==> run_1/metal_density.png <==
Scale: 4 px per µm. The die is cut into 14 by 14 equal tiles; white is low, dark blue is high, scaled to the fullest tile. Values are wire area over tile area, all layers added.
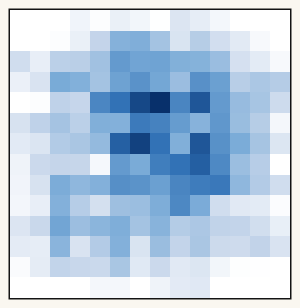
==> run_1/io_fan.png <==
Scale: 6 px per µm.
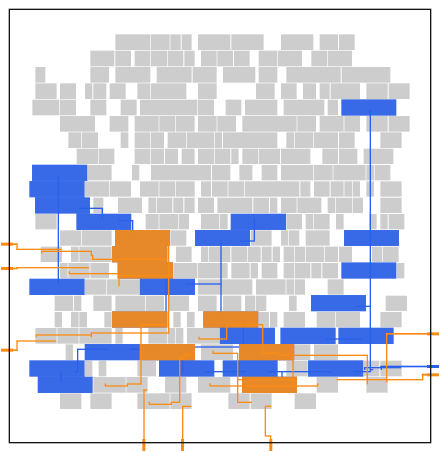
==> run_1/logic_types.png <==
Scale: 4 px per µm.
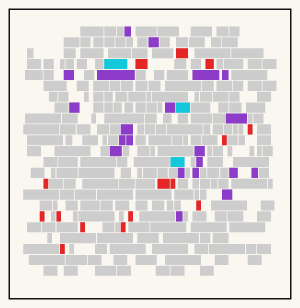
==> run_1/congestion.png <==
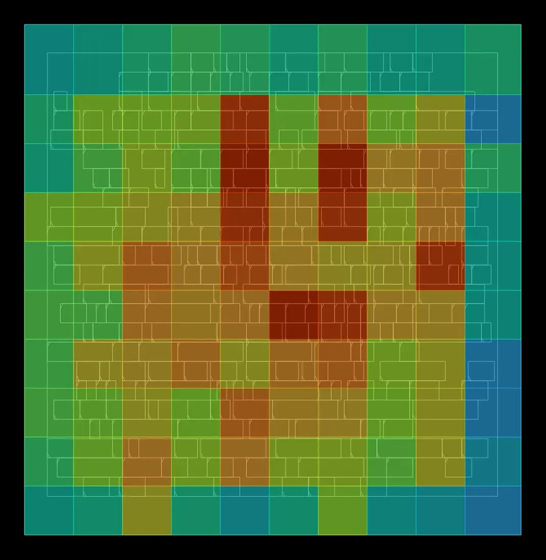
**src/rtl/uart_rx_ctrl.sv**
```systemverilog
// UART RX frame controller: 3-point majority sampling, START/DATA/PARITY/STOP walk, LSB-first deserialise.
// Result pulses are registered, one cycle wide, at most one per frame; no backpressure (results are fire-and-forget).
module uart_rx_ctrl #(
    parameter int DATA_W = 8
) (
    input  logic              clk,
    input  logic              rst,
    input  logic              rx_in,
    input  logic [5:0]        prescale,
    input  logic              par_en,
    input  logic              par_typ,
    input  logic [3:0]        bit_cnt,
    input  logic [5:0]        edge_cnt,
    output logic              cnt_enable,
    output logic [DATA_W-1:0] p_data,
    output logic              data_valid,
    output logic              par_err,
    output logic              stp_err,
    output logic              busy
);

    typedef enum logic [2:0] {IDLE, START, DATA, PARITY, STOP} state_t;

    state_t            state;
    logic [DATA_W-1:0] shreg;
    logic              perr;
    logic              par_en_q;
    logic              par_typ_q;
    logic [2:0]        smp;
    logic [5:0]        half;
    logic              maj;
    logic              bit_end;
    logic              stop_chk;

    assign half     = {1'b0, prescale[5:1]};
    assign bit_end  = (edge_cnt == prescale - 6'd1);
    assign stop_chk = (edge_cnt == half + 6'd2);
    assign maj      = (smp[0] & smp[1]) | (smp[0] & smp[2]) | (smp[1] & smp[2]);

    // Three samples around mid-bit; maj is stable from half+2 until the next bit's half-1.
    always_ff @(posedge clk or negedge rst) begin
        if (!rst) begin
            smp <= '0;
        end else begin
            if (edge_cnt == half - 6'd1) smp[0] <= rx_in;
            if (edge_cnt == half)        smp[1] <= rx_in;
            if (edge_cnt == half + 6'd1) smp[2] <= rx_in;
        end
    end

    always_ff @(posedge clk or negedge rst) begin
        if (!rst) begin
            state      <= IDLE;
            cnt_enable <= 1'b0;
            busy       <= 1'b0;
            p_data     <= '0;
            data_valid <= 1'b0;
            par_err    <= 1'b0;
            stp_err    <= 1'b0;
            shreg      <= '0;
            perr       <= 1'b0;
            par_en_q   <= 1'b0;
            par_typ_q  <= 1'b0;
        end else begin
            data_valid <= 1'b0;
            par_err    <= 1'b0;
            stp_err    <= 1'b0;
            case (state)
                IDLE: begin
                    if (!rx_in) begin
                        state      <= START;
                        busy       <= 1'b1;
                        cnt_enable <= 1'b1;
                        par_en_q   <= par_en;
                        par_typ_q  <= par_typ;
                        perr       <= 1'b0;
                        shreg      <= '0;
                    end
                end
                START: begin
                    if (bit_end) begin
                        if (maj) begin
                            state      <= IDLE;
                            busy       <= 1'b0;
                            cnt_enable <= 1'b0;
                        end else begin
                            state <= DATA;
                        end
                    end
                end
                DATA: begin
                    if (bit_end) begin
                        shreg <= {maj, shreg[DATA_W-1:1]};
                        if (bit_cnt == 4'(DATA_W))
                            state <= par_en_q ? PARITY : STOP;
                    end
                end
                PARITY: begin
                    if (bit_end) begin
                        perr  <= (maj != ((^shreg) ^ par_typ_q));
                        state <= STOP;
                    end
                end
                STOP: begin
                    // Decide early so a start edge right after the stop bit is not missed.
                    if (stop_chk) begin
                        if (!maj) begin
                            stp_err <= 1'b1;
                        end else if (perr) begin
                            par_err <= 1'b1;
                        end else begin
                            data_valid <= 1'b1;
                            p_data     <= shreg;
                        end
                        state      <= IDLE;
                        busy       <= 1'b0;
                        cnt_enable <= 1'b0;
                    end
                end
                default: begin
                    state      <= IDLE;
                    busy       <= 1'b0;
                    cnt_enable <= 1'b0;
                end
            endcase
        end
    end

endmodule

```
**config.mk**
```make
export PLATFORM = sky130hd
export DESIGN_NAME = uart_rx_ctrl
export DESIGN_NICKNAME = d
export VERILOG_FILES = /design/src/rtl/uart_rx_ctrl.sv
export SDC_FILE = /design/constraint.sdc
export NUM_CORES = 1
export LEC_CHECK = 0
export CORE_AREA = 3 3 67 69
export DETAILED_ROUTE_END_ITERATION = 8
export DIE_AREA = 0 0 70 72
export GPL_TIMING_DRIVEN = 1
export PLACE_DENSITY_LB_ADDON = 0.15
export REMOVE_ABC_BUFFERS = 1
export SLEW_MARGIN = 10
export SYNTH_ARGS = -nofsm -noshare
export SYNTH_HDL_FRONTEND = slang
export SYNTH_SLANG_ARGS = --single-unit
```
**constraint.sdc**
```tcl
create_clock -name clk -period 2.15 [get_ports clk]
set_input_delay 0.43 -clock clk [delete_from_list [all_inputs] [get_ports clk]]
set_output_delay 0.43 -clock clk [all_outputs]
set_load 0.005 [all_outputs]
```
==> notes.md, run 1 <==
yosys + openroad results -> Syn Area/Cell 9.841 µm², endpoints failing setup 1, most common cell in the netlist dfrtp_1, CTS Root Buffer Type clkbuf_8, Area growth, synth to finish 47.25%, Placer Congestion 0.8388, initial antenna violation count 0, total congestion overflow 0, chip area 0.005040 mm², violated checks negative setup slack, Buf/Inv on CP 3, Yosys top cell by area dfrtp_1, routed wire length 5107 µm, Crit Path Max Fanout 3, core area 0.003971 mm², TritonRoute pass-1 iters 4, Post-synth EDFFs 0, CTS tree built, Clock Power Share 0.239, Post-synth regs 29, Final Cell Area 0.003014 mm², Final WS setup -0.01926 ns, relative slew slack 0.7515, DR iter-0 viols 120, YS chip area 0.002047 mm², status finished, violations left, crit-path cells buf_8 -> inv_6 -> ha_4 -> buf_6 -> nand2b_4 -> and3_4 -> or4_4 -> or4b_4 -> a221oi_2
## Picture notes: metal_density.png
nearly empty tiles = 14%
fullest tile = 0.53
densest ninth of the die = middle
mean over tiles = 0.16
via count: 1,796
average routed wire per standard cell: 15.38 µm

## Picture notes: io_fan.png
`p_data` -> orange  # bits 8, direction output, edge 3 left, 3 bottom, 2 right, end cells 8, buffers 8, wire 289 µm
`rst` -> blue  # bits 1, direction input, edge right, end cells 29, buffers 2, wire 200 µm

## Picture notes: logic_types.png
aoi and oai cells -> purple  # cells 21
inv cells -> red  # cells 15
non-inverting ao/oa cells -> cyan  # cells 3

## Picture notes: congestion.png
met2 Track Usage GR: 0.3106
M3 GR Usage: 0.04432
Tot GR Track Use: 0.1937
global routing usage on met1: 0.2619

-- run 1: kinds of logic after synthesis --
group                      Yosys count  share of synthesized area
xor gates and xnor gates            29                     0.1345
muxes                               23                     0.1351
AOI/OAI and AO/OA                   24                    0.08741
buffers and inverters               28                    0.06234
DFF                                 29                     0.3545
adders and majority gates            8                    0.04768
and+or+nand+nor                     67                     0.1785
-- run 1: worst paths after layout --
check                             endpoint  slack (ns)  cells after the start
min in group asynchronous         state[1]        0.53                      2
worst max-delay path              state[0]       -0.02                      9
worst min-delay path            data_valid        0.51                      1
worst min register to register  data_valid        0.51                      1
worst max register to register   p_data[2]        0.32                      5
max in group asynchronous           smp[1]        1.34                      2
-- run 1: layout by cell type, fill, tap and decap left out, types with 2 or more instances in the layout --
cell	synthesis	final
o21ai_0	5	5
nor2b_1	2	2
xor2_1	11	9
nand3b_1	4	4
inv_6	0	3
mux2_4	8	8
nor2_1	16	15
buf_6	1	6
nand3_1	6	6
clkdlybuf4s50_1	0	21
buf_4	3	39
ha_4	0	5
clkbuf_8	0	5
o31ai_1	3	3
nand2_1	14	14
buf_8	0	5
xnor2_1	16	13
mux2_2	5	5
xor2_2	1	3
inv_1	15	11
dlygate4sd2_1	0	3
dfrtp_1	29	29
nand4_1	4	4
xnor2_2	0	2
a21oi_1	4	4
clkinv_2	0	2
mux2i_1	10	10
nor3b_1	2	2
nor3_1	5	5
-- run 1: area by class of cell --
class                      instances  area (µm²)
timing repair buffer              79       715.7
multi-input combinational        151        1354
clock buffer                       6       72.57
fill                             280       957.2
sequential                        29       725.7
clock inverter                     2       10.01
tap                               50       62.56
inverter                          15       73.82
==> run_1/clk_routes.png <==
Scale: 6 px per µm.
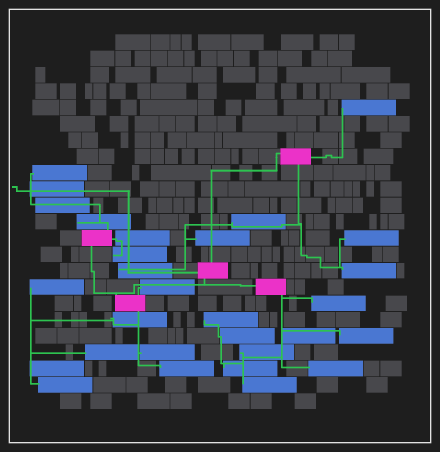

## Run 2: what changed since run 1
--- a/config.mk
+++ b/config.mk
@@ -5,9 +5,10 @@
 export SDC_FILE = /design/constraint.sdc
 export NUM_CORES = 1
 export LEC_CHECK = 0
-export CORE_AREA = 3 3 67 69
+export ABC_AREA = 1
+export CORE_AREA = 3 3 66 68
 export DETAILED_ROUTE_END_ITERATION = 8
-export DIE_AREA = 0 0 70 72
+export DIE_AREA = 0 0 69 71
 export GPL_TIMING_DRIVEN = 1
 export PLACE_DENSITY_LB_ADDON = 0.15
 export REMOVE_ABC_BUFFERS = 1
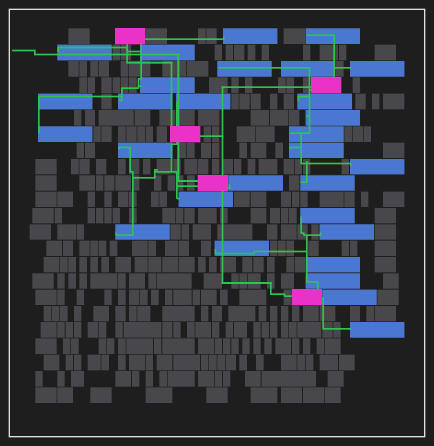
(run_2/clk_routes.png)
Scale: 6 px per µm.
flip-flops -> blue  # count 29
clock drivers -> magenta  # count 5
clock wires -> green  # length 393 µm
routed clock nets = 6

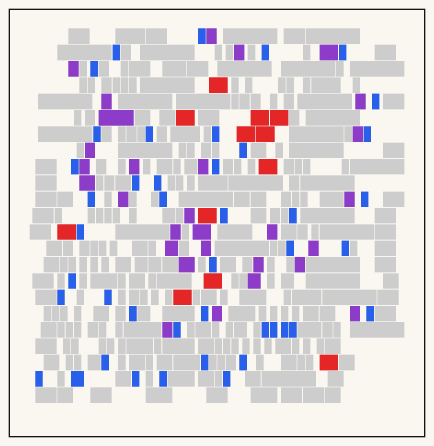
(run_2/logic_types.png)
Scale: 6 px per µm.
Post-Layout Cell Count: 421
most frequent logic cell in the layout: nand2_1
Comb area share: 0.4076

==> run 2 against run 1 <==
  * The run now ends clean
  * Sequential cell count unchanged
  * Highest routed layer unchanged
  * Combinational power increased by about 30%
  * Hold slack got worse by 0.0054 ns
  * Via count increased by 12%
  * Register-to-register slack improved by 0.27 ns
  * Clock-buffer cell count decreased by 1
  * Largest power group unchanged
  * Die size decreased by 2.8%
  * Clock power increased by 3%
  * Non-clock buffer count decreased by 9
  * Worst setup slack improved by 0.17 ns
  * Area after synthesis decreased by 1.3%
  * Largest cell class unchanged
  * Final cell count increased by 27%
  * Critical path type unchanged
==> notes.md, run 2 <==
yosys + openroad results -> Crit Path Max Fanout 10 (+7), crit-path cells clkdlybuf4s50_1 -> buf_4 -> inv_4 -> nand2_1 -> nand2_1 -> nand2_1 -> nand2_1 -> nor2_2 -> nand3_4 -> buf_4 -> o21bai_1 -> nand3_1 -> nand2_1 -> nand2_1, # clk buffers 5 (-1), most numerous logic cells after layout nand2_1, buf_4, inv_1, dfrtp_1, clkdlybuf4s50_1, initial antenna violation count 0 (unchanged), largest cell class by area logic gates, Clock Power Share 0.216 (-0.023), average routed wire per standard cell 11.28 µm (-27%), Synth Area in XOR/XNOR 0.05204 (-0.08243), Syn Area/Cell 6.799 µm² (-31%), Adder-Cell Fraction of Synth Area 0.04337 (-0.004307), TritonRoute pass-1 iters 5 (+1), Yosys top cell by area dfrtp_1, relative slew slack 0.6388 (-0.1127), status finished, final reports clean, routed wire length 4749 µm (-7.0%), total congestion overflow 0 (unchanged), MUX area fraction 0.005576 (-0.1295), Post-synth regs 29 (unchanged), Buf/Inv on CP 4 (+1), Tot GR Track Use 0.1970 (+0.003320), Area growth, synth to finish 38.79%, Flop area 725.7 µm² (unchanged), flip-flop and latch count 29 (unchanged), filler instances 352 (+26%), Placer Congestion 0.9196 (+9.6%), CTS Root Buffer Type clkbuf_8, via count 2,020 (+12%), Multi-input comb cells 221 (+46%), inverters 43 (+28), YS chip area 0.002019 mm² (-1.3%), Non-clock buffer share 0.2219 (-0.01557)
==> run 2: cell count changes in the layout (fill, tap and decap cells not counted), sizes merged, moves of 8 or more <==
cell / before / now
clkdlybuf4s50: 21 / 29
mux2i: 10 / 0
xnor2: 16 / 6
mux2: 13 / 1
nand2: 14 / 122
nand3: 6 / 23
buf: 51 / 37
o21ai: 5 / 15
inv: 15 / 42
==> run 2: power groups by stage <==
stage	logic [W]	registers [W]	clock network, W
final	0.000881	0.000704	0.000436
after global routing	0.000980	0.000717	0.000481
after CTS	0.000858	0.000704	0.000449
after detailed placement	0.000838	0.000713	0
after global placement	0.000819	0.000710	0
after floorplan	0.000522	0.000701	0
==> run 2: final timing paths <==
check / slack (ns) / from / to / depth (start not counted)
setup reg to reg: 0.59 / state[2] / shreg[6] / 9
hold reg to reg: 0.51 / smp[1] / smp[1] / 2
min in group asynchronous: 0.53 / rst / shreg[0] / 2
hold / removal: 0.51 / smp[1] / smp[1] / 2
max in group asynchronous: 1.35 / rst / smp[2] / 2
setup / recovery: 0.15 / prescale[4] / state[1] / 14
==> run 2: worst reg2reg max path, delay by kind of cell, from the launching register on <==
family,cells,cell delay (ns)
flops,1,0.39
simple gates,6,0.66
buf+inv,3,0.44
==> run 2: routing by layer <==
metal  GRT usage  vias up
li1            -     1072
met1      0.2650      885
met2      0.3061       55
met3     0.05682        8
met4     0.06508        0
met5           0        -
==> run 2: repair_timing <==
action                     4_1_cts  5_1_grt
pin swaps                        1        4
buffers inserted                 0        3
setup endpoints to repair        8       22
resized                          4       15
==> run 2: through the flow <==
step           std cells  hold WS (ns)  setup TNS (ns)
2_1_floorplan        293        0.1344               0
3_3_place_gp         410        0.4732          -5.415
3_5_place_dp         410        0.4937          -6.327
4_1_cts              418        0.5072        -0.01126
5_1_grt              421        0.5466               0
6_report             421        0.5092               0
==> run_2/io_fan.png <==
Scale: 6 px per µm.
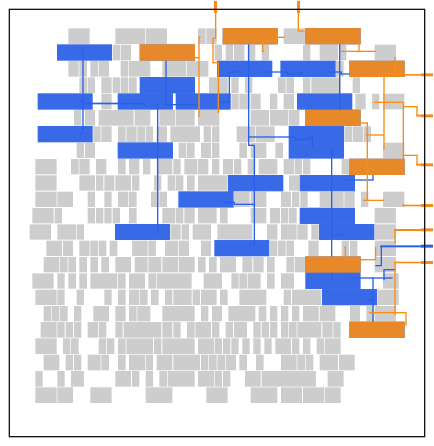

## Run 3: what changed since run 2
--- a/config.mk
+++ b/config.mk
@@ -6,10 +6,11 @@
 export NUM_CORES = 1
 export LEC_CHECK = 0
 export ABC_AREA = 1
-export CORE_AREA = 3 3 66 68
+export CORE_AREA = 3 3 65 67
 export DETAILED_ROUTE_END_ITERATION = 8
-export DIE_AREA = 0 0 69 71
-export GPL_TIMING_DRIVEN = 1
+export DIE_AREA = 0 0 68 70
+export DONT_BUFFER_PORTS = 1
+export GPL_TIMING_DRIVEN = 0
 export PLACE_DENSITY_LB_ADDON = 0.15
 export REMOVE_ABC_BUFFERS = 1
 export SLEW_MARGIN = 10
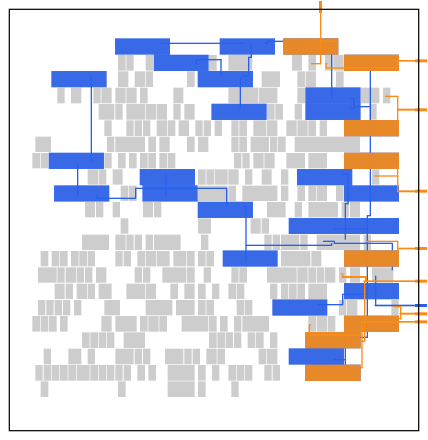
(run_3/io_fan.png)
Scale: 6 px per µm.
`rst` -> blue  # bits 1, direction input, edge right, end cells 29, buffers 2, wire 242 µm
`p_data` -> orange  # bits 8, direction output, edge 7 right, 1 top, end cells 8, buffers 0, wire 119 µm

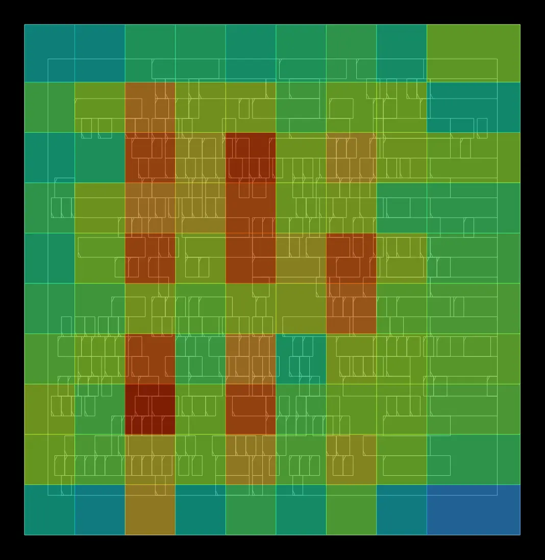
(run_3/congestion.png)
final core utilization: 0.5943
Tot GR Track Use: 0.1835
M3 GR Usage: 0.05949
busiest grt layer: met2
average routed wire per standard cell: 11.58 µm

==> run 3 against run 2 <==
  * Sequential cell count is the same
  * Core utilization shrank 12 points
  * Sequential share of layout area grew 7.2 points
  * Global-route usage shrank 1.3 points
  * Combinational power shrank 26%
  * Die size shrank 2.8%
  * Clock power grew 33%
  * Clock skew grew 0.0034 ns
  * Total power shrank 4.0%
  * Critical endpoint is now shreg[7]
==> notes.md, run 3 <==
yosys + openroad results -> status finished, final reports clean, ys cells 297, hold_ws 0.2966 ns (-0.2126 ns), routed wire length 4064 µm (-14%), setup bufs post-CTS 0 (unchanged), worst slack at placement -0.03453 ns, Yosys top cell by area dfrtp_1, number of sinks on the clock net 29, via count 1,765 (-13%), Post-synth regs 29 (unchanged), DRT antenna net count 0, Crit Path Max Fanout 9 (-1), Placer Congestion 0.8380 (-8.9%), total congestion overflow 0 (unchanged), Area growth, synth to finish 8.550%, YS chip area 0.002019 mm² (unchanged), most numerous logic cells after layout nand2_1, inv_1, dfrtp_1, nand3_1, nor2_1, initial antenna violation count 0 (unchanged), Syn Area/Cell 6.799 µm² (unchanged), met2 Track Usage GR 0.2762 (-0.02991), top post-synthesis cells by count nand2_1, inv_1, dfrtp_1, worst hold-check path type input port to flop, first-pass GRT wire length 6693 µm, met3 WL 231 µm, global routing usage on met1 0.2468 (-0.01824), relative slew slack 0.4783 (-0.1604), biggest area cells dfrtp_1, nand2_1, inv_1, Distinct cells, synth 33, most frequent logic cell in the layout nand2_1, Fin Setup TNS 0 ns (unchanged), I/O Pins 34, CTS Root Buffer Type clkbuf_8, Placed Cells incl. Taps 341 (-17%), Top cell area share 0.3594, Post-Layout Cell Count 351 (-17%), post-CTS sizing 0 (-4)
## run 3: cell families after synthesis
| group | count (synthesis) | synth area share |
|---|---|---|
| AOI/OAI and AO/OA | 30 | 0.08674 |
| DFF | 29 | 0.3594 |
| and+or+nand+nor | 171 | 0.3550 |
| adders and majority gates | 7 | 0.04337 |
| xor gates and xnor gates | 12 | 0.05204 |
| buffers and inverters | 47 | 0.09789 |
| muxes | 1 | 0.005576 |
## run 3: worst max-delay path, cell delays in order
cell and delay [ns]:
inv_1 0.16, ha_1 0.23, inv_1 0.07, nor3_2 0.20, nand3_1 0.10, nand2_1 0.09, nand3_2 0.18, inv_2 0.10
nand2_1 0.06, nand2_2 0.19, inv_2 0.11, nand2_1 0.09, nand2_1 0.05
## run 3: layout make-up
| class | count | area [µm²] |
|---|---|---|
| clock buffer | 7 | 86.33 |
| clock inverter | 1 | 30.03 |
| sequential | 29 | 725.7 |
| fill | 348 | 1496 |
| timing repair buffer | 2 | 30.03 |
| tap | 48 | 60.06 |
| multi-input combinational | 221 | 1096 |
| inverter | 43 | 163.9 |
## run 3: report_power, final
group | switching, W | internal [W] | leakage [nW]
Sequential | 0.0000768 | 0.000634 | 0.350
Combinational | 0.000424 | 0.000225 | 0.782
Clock | 0.000204 | 0.000377 | 0.0585
## run 3: final timing paths
path	end	slack (ns)	startpoint	depth (start not counted)
worst min-delay path	par_typ_q	0.30	par_typ	1
worst min register to register	smp[1]	0.50	smp[1]	2
max in group asynchronous	par_err	1.39	rst	2
worst max-delay path	shreg[7]	0.25	prescale[2]	13
worst max register to register	shreg[7]	0.26	state[2]	8
min in group asynchronous	perr	0.59	rst	2
## run 3: what timing repair did
item / 4_1_cts / 5_1_grt
hold buffers: 2 / 0
endpoints found under the setup margin: 0 / 0
endpoints found under the hold margin: 29 / 0
Power is estimated from default activity; no workload was simulated.
